<file path="config.mk">
export PLATFORM = sky130hd
export DESIGN_NAME = mem_wb_stage_flat
export DESIGN_NICKNAME = d
export VERILOG_FILES = /design/src/rtl/mem_stage_pkg.sv /design/src/rtl/mem_wb_stage_if.sv /design/src/rtl/mem_wb_pipe_reg.sv /design/src/rtl/mem_wb_stage.sv /design/src/flat_wrapper.sv
export SDC_FILE = /design/constraint.sdc
export NUM_CORES = 1
export LEC_CHECK = 0
export CELL_PAD_IN_SITES_DETAIL_PLACEMENT = 1
export CELL_PAD_IN_SITES_GLOBAL_PLACEMENT = 1
export CORE_MARGIN = 5
export CORE_UTILIZATION = 25
export CTS_CLUSTER_SIZE = 25
export DETAILED_ROUTE_END_ITERATION = 7
export HOLD_SLACK_MARGIN = 0.03
export PLACE_DENSITY = 0.91
export SETUP_SLACK_MARGIN = 0.1
export SLEW_MARGIN = 20
export SYNTH_ARGS = -nofsm -noshare
export SYNTH_HDL_FRONTEND = slang
export SYNTH_SLANG_ARGS = --single-unit
</file>
<file path="constraint.sdc">
create_clock -name clk -period 1.4 [get_ports clk]
set_input_delay 0.28 -clock clk [delete_from_list [all_inputs] [get_ports clk]]
set_output_delay 0.28 -clock clk [all_outputs]
set_load 0.05 [all_outputs]
</file>
<file path="src/rtl/mem_stage_pkg.sv">
`default_nettype none
// ============================================================================
//  Module      : mem_stage_pkg
//  Description : Shared types and widths for the MEM/WB pipeline stage.
//                Holds the access-FSM state encoding and the packed MEM/WB
//                register record used by the stage and its pipe register.
//  Revision    : 1.0 - initial release
// ============================================================================
package mem_stage_pkg;

    localparam int ADDR_W = 32;
    localparam int DATA_W = 32;
    localparam int REG_W  = 5;

    // IDLE: decode the EX/MEM op; ACCESS: data-memory request outstanding.
    typedef enum logic [0:0] {
        ST_IDLE   = 1'b0,
        ST_ACCESS = 1'b1
    } mem_state_e;

    typedef struct packed {
        logic              regwrite;
        logic              memtoreg;
        logic [DATA_W-1:0] read_data;
        logic [DATA_W-1:0] result;
        logic [REG_W-1:0]  rd;
    } mem_wb_t;

endpackage : mem_stage_pkg
`default_nettype wire

</file>
<file path="src/rtl/mem_wb_stage_if.sv">
`default_nettype none
// ============================================================================
//  Module      : mem_wb_stage_if
//  Description : Data-memory request/completion bus of the MEM stage.
//                master : the pipeline stage (drives request, address, data)
//                slave  : the data memory (drives ack and read data)
//                dmem_rdata is only meaningful while dmem_ack is high.
//  Revision    : 1.0 - initial release
// ============================================================================
interface mem_wb_stage_if;
    import mem_stage_pkg::*;

    logic              dmem_req;
    logic              dmem_we;
    logic [ADDR_W-1:0] dmem_addr;
    logic [DATA_W-1:0] dmem_wdata;
    logic              dmem_ack;
    logic [DATA_W-1:0] dmem_rdata;

    modport master (
        output dmem_req, dmem_we, dmem_addr, dmem_wdata,
        input  dmem_ack, dmem_rdata
    );

    modport slave (
        input  dmem_req, dmem_we, dmem_addr, dmem_wdata,
        output dmem_ack, dmem_rdata
    );

endinterface : mem_wb_stage_if
`default_nettype wire

</file>
<file path="src/rtl/mem_wb_pipe_reg.sv">
`default_nettype none
// ============================================================================
//  Module      : mem_wb_pipe_reg
//  Description : MEM/WB pipeline register.
//                load   : capture d_in on the next rising edge
//                bubble : capture an all-zero record (no write-back)
//                neither: hold the current contents
//                load has priority over bubble. Cleared asynchronously by
//                the active-low reset.
//  Ports       : clk, reset (async, active-low), load, bubble, d_in, q_out
//  Revision    : 1.0 - initial release
// ============================================================================
module mem_wb_pipe_reg
    import mem_stage_pkg::*;
(
    input  logic    clk,
    input  logic    reset,
    input  logic    load,
    input  logic    bubble,
    input  mem_wb_t d_in,
    output mem_wb_t q_out
);

    mem_wb_t mw_d;
    mem_wb_t mw_q;

    always_comb begin
        mw_d = mw_q;
        if (load) begin
            mw_d = d_in;
        end else if (bubble) begin
            mw_d = '0;
        end
    end

    always_ff @(posedge clk or negedge reset) begin
        if (!reset) begin
            mw_q <= '0;
        end else begin
            mw_q <= mw_d;
        end
    end

    assign q_out = mw_q;

endmodule : mem_wb_pipe_reg
`default_nettype wire

</file>
<file path="src/rtl/mem_wb_stage.sv">
`default_nettype none
// ============================================================================
//  Module      : mem_wb_stage
//  Description : MEM pipeline stage with a two-state access FSM and the
//                MEM/WB register. Non-memory ops pass to MEM/WB in one cycle.
//                Loads/stores spend one IDLE cycle (bubble issued) and then
//                stay in ACCESS, holding the upstream stage via stall_mem,
//                until dmem_ack returns. Branch redirect is combinational.
//  Ports       : clk, reset (async, active-low)
//                EX/MEM inputs  : *_ex_mem control/data, Reg_dest_op_ex_mem
//                dmem           : data-memory bus (mem_wb_stage_if.master)
//                pc_src, pc_branch_target : fetch redirect
//                stall_mem      : upstream hold
//                *_mem_wb       : MEM/WB register outputs
//                mem_err        : sticky access-timeout flag
//  Options     : MEM_TIMEOUT_EN - abort an access after TIMEOUT_CYCLES
//                ACCESS cycles without ack and set mem_err. When undefined
//                the access waits indefinitely and mem_err is tied low.
//  Revision    : 1.0 - initial release
// ============================================================================
module mem_wb_stage
    import mem_stage_pkg::*;
#(
    parameter int TIMEOUT_CYCLES = 16
) (
    input  logic              clk,
    input  logic              reset,
    input  logic              branch_ex_mem,
    input  logic              memRead_ex_mem,
    input  logic              memWrite_ex_mem,
    input  logic              regwrite_ex_mem,
    input  logic              MemtoReg_ex_mem,
    input  logic [ADDR_W-1:0] pc_branch_target_ex_mem,
    input  logic [DATA_W-1:0] result_ex_mem,
    input  logic [DATA_W-1:0] B_ex_mem,
    input  logic              zero_flag_ex_mem,
    input  logic [REG_W-1:0]  Reg_dest_op_ex_mem,
    mem_wb_stage_if.master    dmem,
    output logic              pc_src,
    output logic [ADDR_W-1:0] pc_branch_target,
    output logic              stall_mem,
    output logic              regwrite_mem_wb,
    output logic              MemtoReg_mem_wb,
    output logic [DATA_W-1:0] read_data_mem_wb,
    output logic [DATA_W-1:0] result_mem_wb,
    output logic [REG_W-1:0]  Reg_dest_op_mem_wb,
    output logic              mem_err
);

    if (TIMEOUT_CYCLES < 1) begin : g_bad_timeout
        $error("mem_wb_stage: TIMEOUT_CYCLES must be at least 1");
    end

    mem_state_e state_d;
    mem_state_e state_q;

    logic    w_mem_op;
    logic    w_in_access;
    logic    w_ack;
    logic    w_timeout;
    logic    w_load;
    logic    w_bubble;
    mem_wb_t w_wb_d;
    mem_wb_t w_wb_q;

    assign w_mem_op    = memRead_ex_mem | memWrite_ex_mem;
    assign w_in_access = (state_q == ST_ACCESS);
    // Ack outside ACCESS is meaningless and must not complete anything.
    assign w_ack       = w_in_access & dmem.dmem_ack;

    // ------------------------------------------------------------------
    // Optional access timeout
    // ------------------------------------------------------------------
`ifdef MEM_TIMEOUT_EN
    localparam int               CNT_W     = $clog2(TIMEOUT_CYCLES + 1);
    localparam logic [CNT_W-1:0] C_TO_LAST = CNT_W'(TIMEOUT_CYCLES - 1);

    logic [CNT_W-1:0] cnt_d;
    logic [CNT_W-1:0] cnt_q;
    logic             err_d;
    logic             err_q;

    // The counter holds the number of completed no-ack ACCESS cycles, so
    // the cycle in which it equals TIMEOUT_CYCLES-1 is the last one allowed.
    assign w_timeout = w_in_access & ~dmem.dmem_ack & (cnt_q == C_TO_LAST);

    always_comb begin
        cnt_d = '0;
        if (w_in_access && !dmem.dmem_ack && !w_timeout) begin
            cnt_d = cnt_q + CNT_W'(1);
        end
        err_d = err_q | w_timeout;
    end

    always_ff @(posedge clk or negedge reset) begin
        if (!reset) begin
            cnt_q <= '0;
            err_q <= 1'b0;
        end else begin
            cnt_q <= cnt_d;
            err_q <= err_d;
        end
    end

    assign mem_err = err_q;
`else
    assign w_timeout = 1'b0;
    assign mem_err   = 1'b0;
`endif

    // ------------------------------------------------------------------
    // Access FSM
    // ------------------------------------------------------------------
    always_comb begin
        state_d  = state_q;
        w_load   = 1'b0;
        w_bubble = 1'b0;
        case (state_q)
            ST_IDLE: begin
                if (w_mem_op) begin
                    state_d  = ST_ACCESS;
                    w_bubble = 1'b1;
                end else begin
                    w_load = 1'b1;
                end
            end
            ST_ACCESS: begin
                if (w_ack) begin
                    state_d = ST_IDLE;
                    w_load  = 1'b1;
                end else if (w_timeout) begin
                    state_d  = ST_IDLE;
                    w_bubble = 1'b1;
                end
            end
            default: begin
                state_d = ST_IDLE;
            end
        endcase
    end

    always_ff @(posedge clk or negedge reset) begin
        if (!reset) begin
            state_q <= ST_IDLE;
        end else begin
            state_q <= state_d;
        end
    end

    // Writes (including read+write collisions) never return read data.
    always_comb begin
        w_wb_d.regwrite  = regwrite_ex_mem;
        w_wb_d.memtoreg  = MemtoReg_ex_mem;
        w_wb_d.read_data = (w_in_access && !memWrite_ex_mem) ? dmem.dmem_rdata : '0;
        w_wb_d.result    = result_ex_mem;
        w_wb_d.rd        = Reg_dest_op_ex_mem;
    end

    mem_wb_pipe_reg u_pipe_reg (
        .clk    (clk),
        .reset  (reset),
        .load   (w_load),
        .bubble (w_bubble),
        .d_in   (w_wb_d),
        .q_out  (w_wb_q)
    );

    assign regwrite_mem_wb    = w_wb_q.regwrite;
    assign MemtoReg_mem_wb    = w_wb_q.memtoreg;
    assign read_data_mem_wb   = w_wb_q.read_data;
    assign result_mem_wb      = w_wb_q.result;
    assign Reg_dest_op_mem_wb = w_wb_q.rd;

    // ------------------------------------------------------------------
    // Combinational outputs
    // ------------------------------------------------------------------
    assign dmem.dmem_req   = w_in_access;
    assign dmem.dmem_we    = memWrite_ex_mem;
    assign dmem.dmem_addr  = result_ex_mem;
    assign dmem.dmem_wdata = B_ex_mem;

    // Released in the completing cycle so EX/MEM advances exactly once.
    assign stall_mem        = w_mem_op & ~(w_in_access & (w_ack | w_timeout));
    assign pc_src           = branch_ex_mem & zero_flag_ex_mem;
    assign pc_branch_target = pc_branch_target_ex_mem;

endmodule : mem_wb_stage
`default_nettype wire

</file>
<file path="src/flat_wrapper.sv">
// flat-port wrapper written by rule: the top's interface ports become plain ports
module mem_wb_stage_flat import mem_stage_pkg::*;
#(
    parameter int TIMEOUT_CYCLES = 16
)
  (clk, reset, branch_ex_mem, memRead_ex_mem, memWrite_ex_mem, regwrite_ex_mem, MemtoReg_ex_mem, pc_branch_target_ex_mem, result_ex_mem, B_ex_mem, zero_flag_ex_mem, Reg_dest_op_ex_mem, pc_src, pc_branch_target, stall_mem, regwrite_mem_wb, MemtoReg_mem_wb, read_data_mem_wb, result_mem_wb, Reg_dest_op_mem_wb, mem_err, dmem_dmem_req, dmem_dmem_we, dmem_dmem_addr, dmem_dmem_wdata, dmem_dmem_ack, dmem_dmem_rdata);
  mem_wb_stage_if dmem_i ();
  input  logic clk;
  input  logic reset;
  input  logic branch_ex_mem;
  input  logic memRead_ex_mem;
  input  logic memWrite_ex_mem;
  input  logic regwrite_ex_mem;
  input  logic MemtoReg_ex_mem;
  input  logic [ADDR_W-1:0] pc_branch_target_ex_mem;
  input  logic [DATA_W-1:0] result_ex_mem;
  input  logic [DATA_W-1:0] B_ex_mem;
  input  logic zero_flag_ex_mem;
  input  logic [REG_W-1:0] Reg_dest_op_ex_mem;
  output logic pc_src;
  output logic [ADDR_W-1:0] pc_branch_target;
  output logic stall_mem;
  output logic regwrite_mem_wb;
  output logic MemtoReg_mem_wb;
  output logic [DATA_W-1:0] read_data_mem_wb;
  output logic [DATA_W-1:0] result_mem_wb;
  output logic [REG_W-1:0] Reg_dest_op_mem_wb;
  output logic mem_err;
  output wire logic [$bits(dmem_i.dmem_req)-1:0] dmem_dmem_req;
  output wire logic [$bits(dmem_i.dmem_we)-1:0] dmem_dmem_we;
  output wire logic [$bits(dmem_i.dmem_addr)-1:0] dmem_dmem_addr;
  output wire logic [$bits(dmem_i.dmem_wdata)-1:0] dmem_dmem_wdata;
  input wire logic [$bits(dmem_i.dmem_ack)-1:0] dmem_dmem_ack;
  input wire logic [$bits(dmem_i.dmem_rdata)-1:0] dmem_dmem_rdata;
  assign dmem_dmem_req = dmem_i.dmem_req;
  assign dmem_dmem_we = dmem_i.dmem_we;
  assign dmem_dmem_addr = dmem_i.dmem_addr;
  assign dmem_dmem_wdata = dmem_i.dmem_wdata;
  assign dmem_i.dmem_ack = dmem_dmem_ack;
  assign dmem_i.dmem_rdata = dmem_dmem_rdata;
  mem_wb_stage #(.TIMEOUT_CYCLES(TIMEOUT_CYCLES)) u_core (.clk(clk), .reset(reset), .branch_ex_mem(branch_ex_mem), .memRead_ex_mem(memRead_ex_mem), .memWrite_ex_mem(memWrite_ex_mem), .regwrite_ex_mem(regwrite_ex_mem), .MemtoReg_ex_mem(MemtoReg_ex_mem), .pc_branch_target_ex_mem(pc_branch_target_ex_mem), .result_ex_mem(result_ex_mem), .B_ex_mem(B_ex_mem), .zero_flag_ex_mem(zero_flag_ex_mem), .Reg_dest_op_ex_mem(Reg_dest_op_ex_mem), .dmem(dmem_i), .pc_src(pc_src), .pc_branch_target(pc_branch_target), .stall_mem(stall_mem), .regwrite_mem_wb(regwrite_mem_wb), .MemtoReg_mem_wb(MemtoReg_mem_wb), .read_data_mem_wb(read_data_mem_wb), .result_mem_wb(result_mem_wb), .Reg_dest_op_mem_wb(Reg_dest_op_mem_wb), .mem_err(mem_err));
endmodule
</file>
### Wires at chosen ports, followed through buffers

(3 px per um)
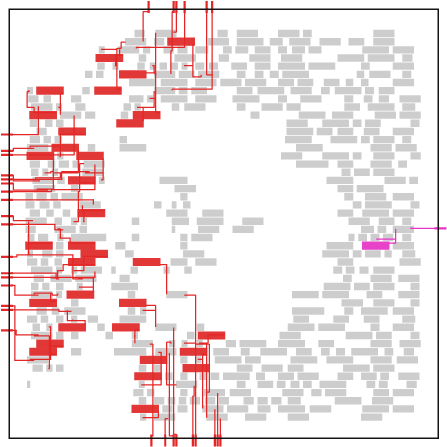
[read_data_mem_wb] red | bits: 32 | direction: output | edge: 17 left, 9 bottom, 6 top | end cells: 32 | buffers: 32 | wire: 1260 um
[MemtoReg_mem_wb] magenta | bits: 1 | direction: output | edge: right | end cells: 1 | buffers: 1 | wire: 22.2 um

### Cell classes on the final placement

(2 px per um)
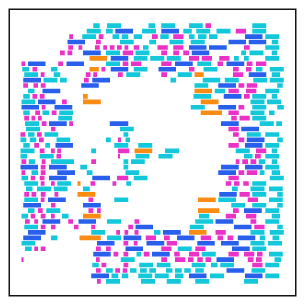
[remaining logic cells] magenta | cells: 181 | share of their area: 23%
[remaining buffers and delay cells] cyan | cells: 211 | share of their area: 47%
[registers] blue | cells: 72 | share of their area: 25%
[clock drivers and dummy loads] orange | cells: 16 | share of their area: 5.0%

### Clock network drawn from the DEF

(2 px per um)
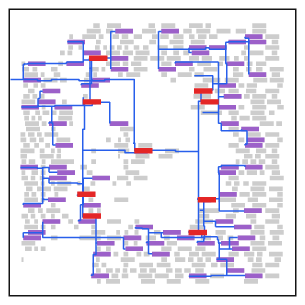
[clock wires] blue | length: 1200 um
[clock-net drivers] red | count: 9
[flip-flops] purple | count: 72
routed clock nets: 10
flops lie: widely spread

### The metal 2 layer

(3 px per um)
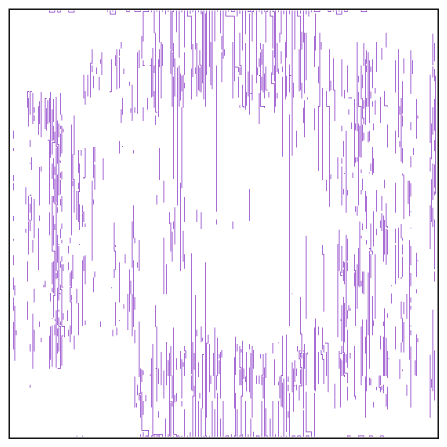
longest straight run: 70.4 um
nets with wire on the layer: 557

==> reports/qor.yml <==
status:
  outcome: "complete, no violations"
place:
  hpwl_um: 10100
  placed_area_um2: 6820
  place_ws_ns: -0.337
  portBuffers: 184
pwr:
  p_comb_share_pct: 37.6
  power_leader: "combinational logic"
  p_int_mw: 5.78
  sequentialPowerShare_pct: 30.0
layout:
  comb_area_um2: 1660
  nets: 617
  seq_cells: 72
  largest_reg_flops: 71
  top_area_cell_class: "non-clock buffers"
  logic_gates: 181
  seq_area_um2: 1800
  syn2layout_area_growth_pct: 69.3
  drive_gt1_share_pct: 40.2
  clk_share_pct: 4.78
drt:
  totalWireLength_um: 14100
  drt_iter0_markers: 80
  drt-pass1-iter-count: 4
  route.met2.wl_um: 6820
  num_vias: 3140
  dr.max_layer_used: "met5"
timing:
  max_freq_ghz: 0.722
  period_used_pct: 98.9
  period_needed_ns: 1.38
  setup_viol_count_final: 0
  rsz0062_at_grt: "yes"
  fin_skew_ns: 0.00852
synthesis:
  yosys_area_um2: 4390
  syn-num-nets: 520
  yosys.stat.seqShare_pct: 41.1
  aoi_share_pct: 13.5
  largest_area_cell: "dfrtp_1"
  ys_async_sr_fraction_pct: 100
  synthAdderAreaFrac_pct: 0
  simple_gate_share_pct: 10.8
  ys_top_cells_by_count: "101 x buf_4, 72 x dfrtp_1, 38 x a22o_1, 38 x mux2_4"
  top_logic_kind: "buffers and inverters"
  avgSynthCellArea_um2: 11.6
  synth_warnings: 0
  synthCells: 378
floorplan:
  die_h_um: 142
  fp_util_pct: 25.5
run:
  maxCapViolCount: 0
  warnings: 29
cts:
  clk_pin_slew_ns: 0.06
  cts_setup_buffers: 4
  clock.latency.late_pin_ns: 0.34
  clock-root-buffer: "clkbuf_16"
global_routing:
  grtUsageMet2_pct: 21.6
  grt_usage_pct: 13.2
  antenna_found_initial: 1
  grt_pass1_vias: 3601
  use_met3_pct: 5.31
worst_setup_path:
  crit_chain: "a21oi_4 -> buf_12"
  r2r_start: "u_core.dmem.dmem_req$_DFF_PN0_"
  crit_type: "flop to output pin"
  cp-start-kind: "flop"
  worst-r2r-cell-count: 5
  critPathSlowestCell: "dfrtp_2"
  critPathTopFamily: "flip-flops"
Power and IR drop assume default switching activity.
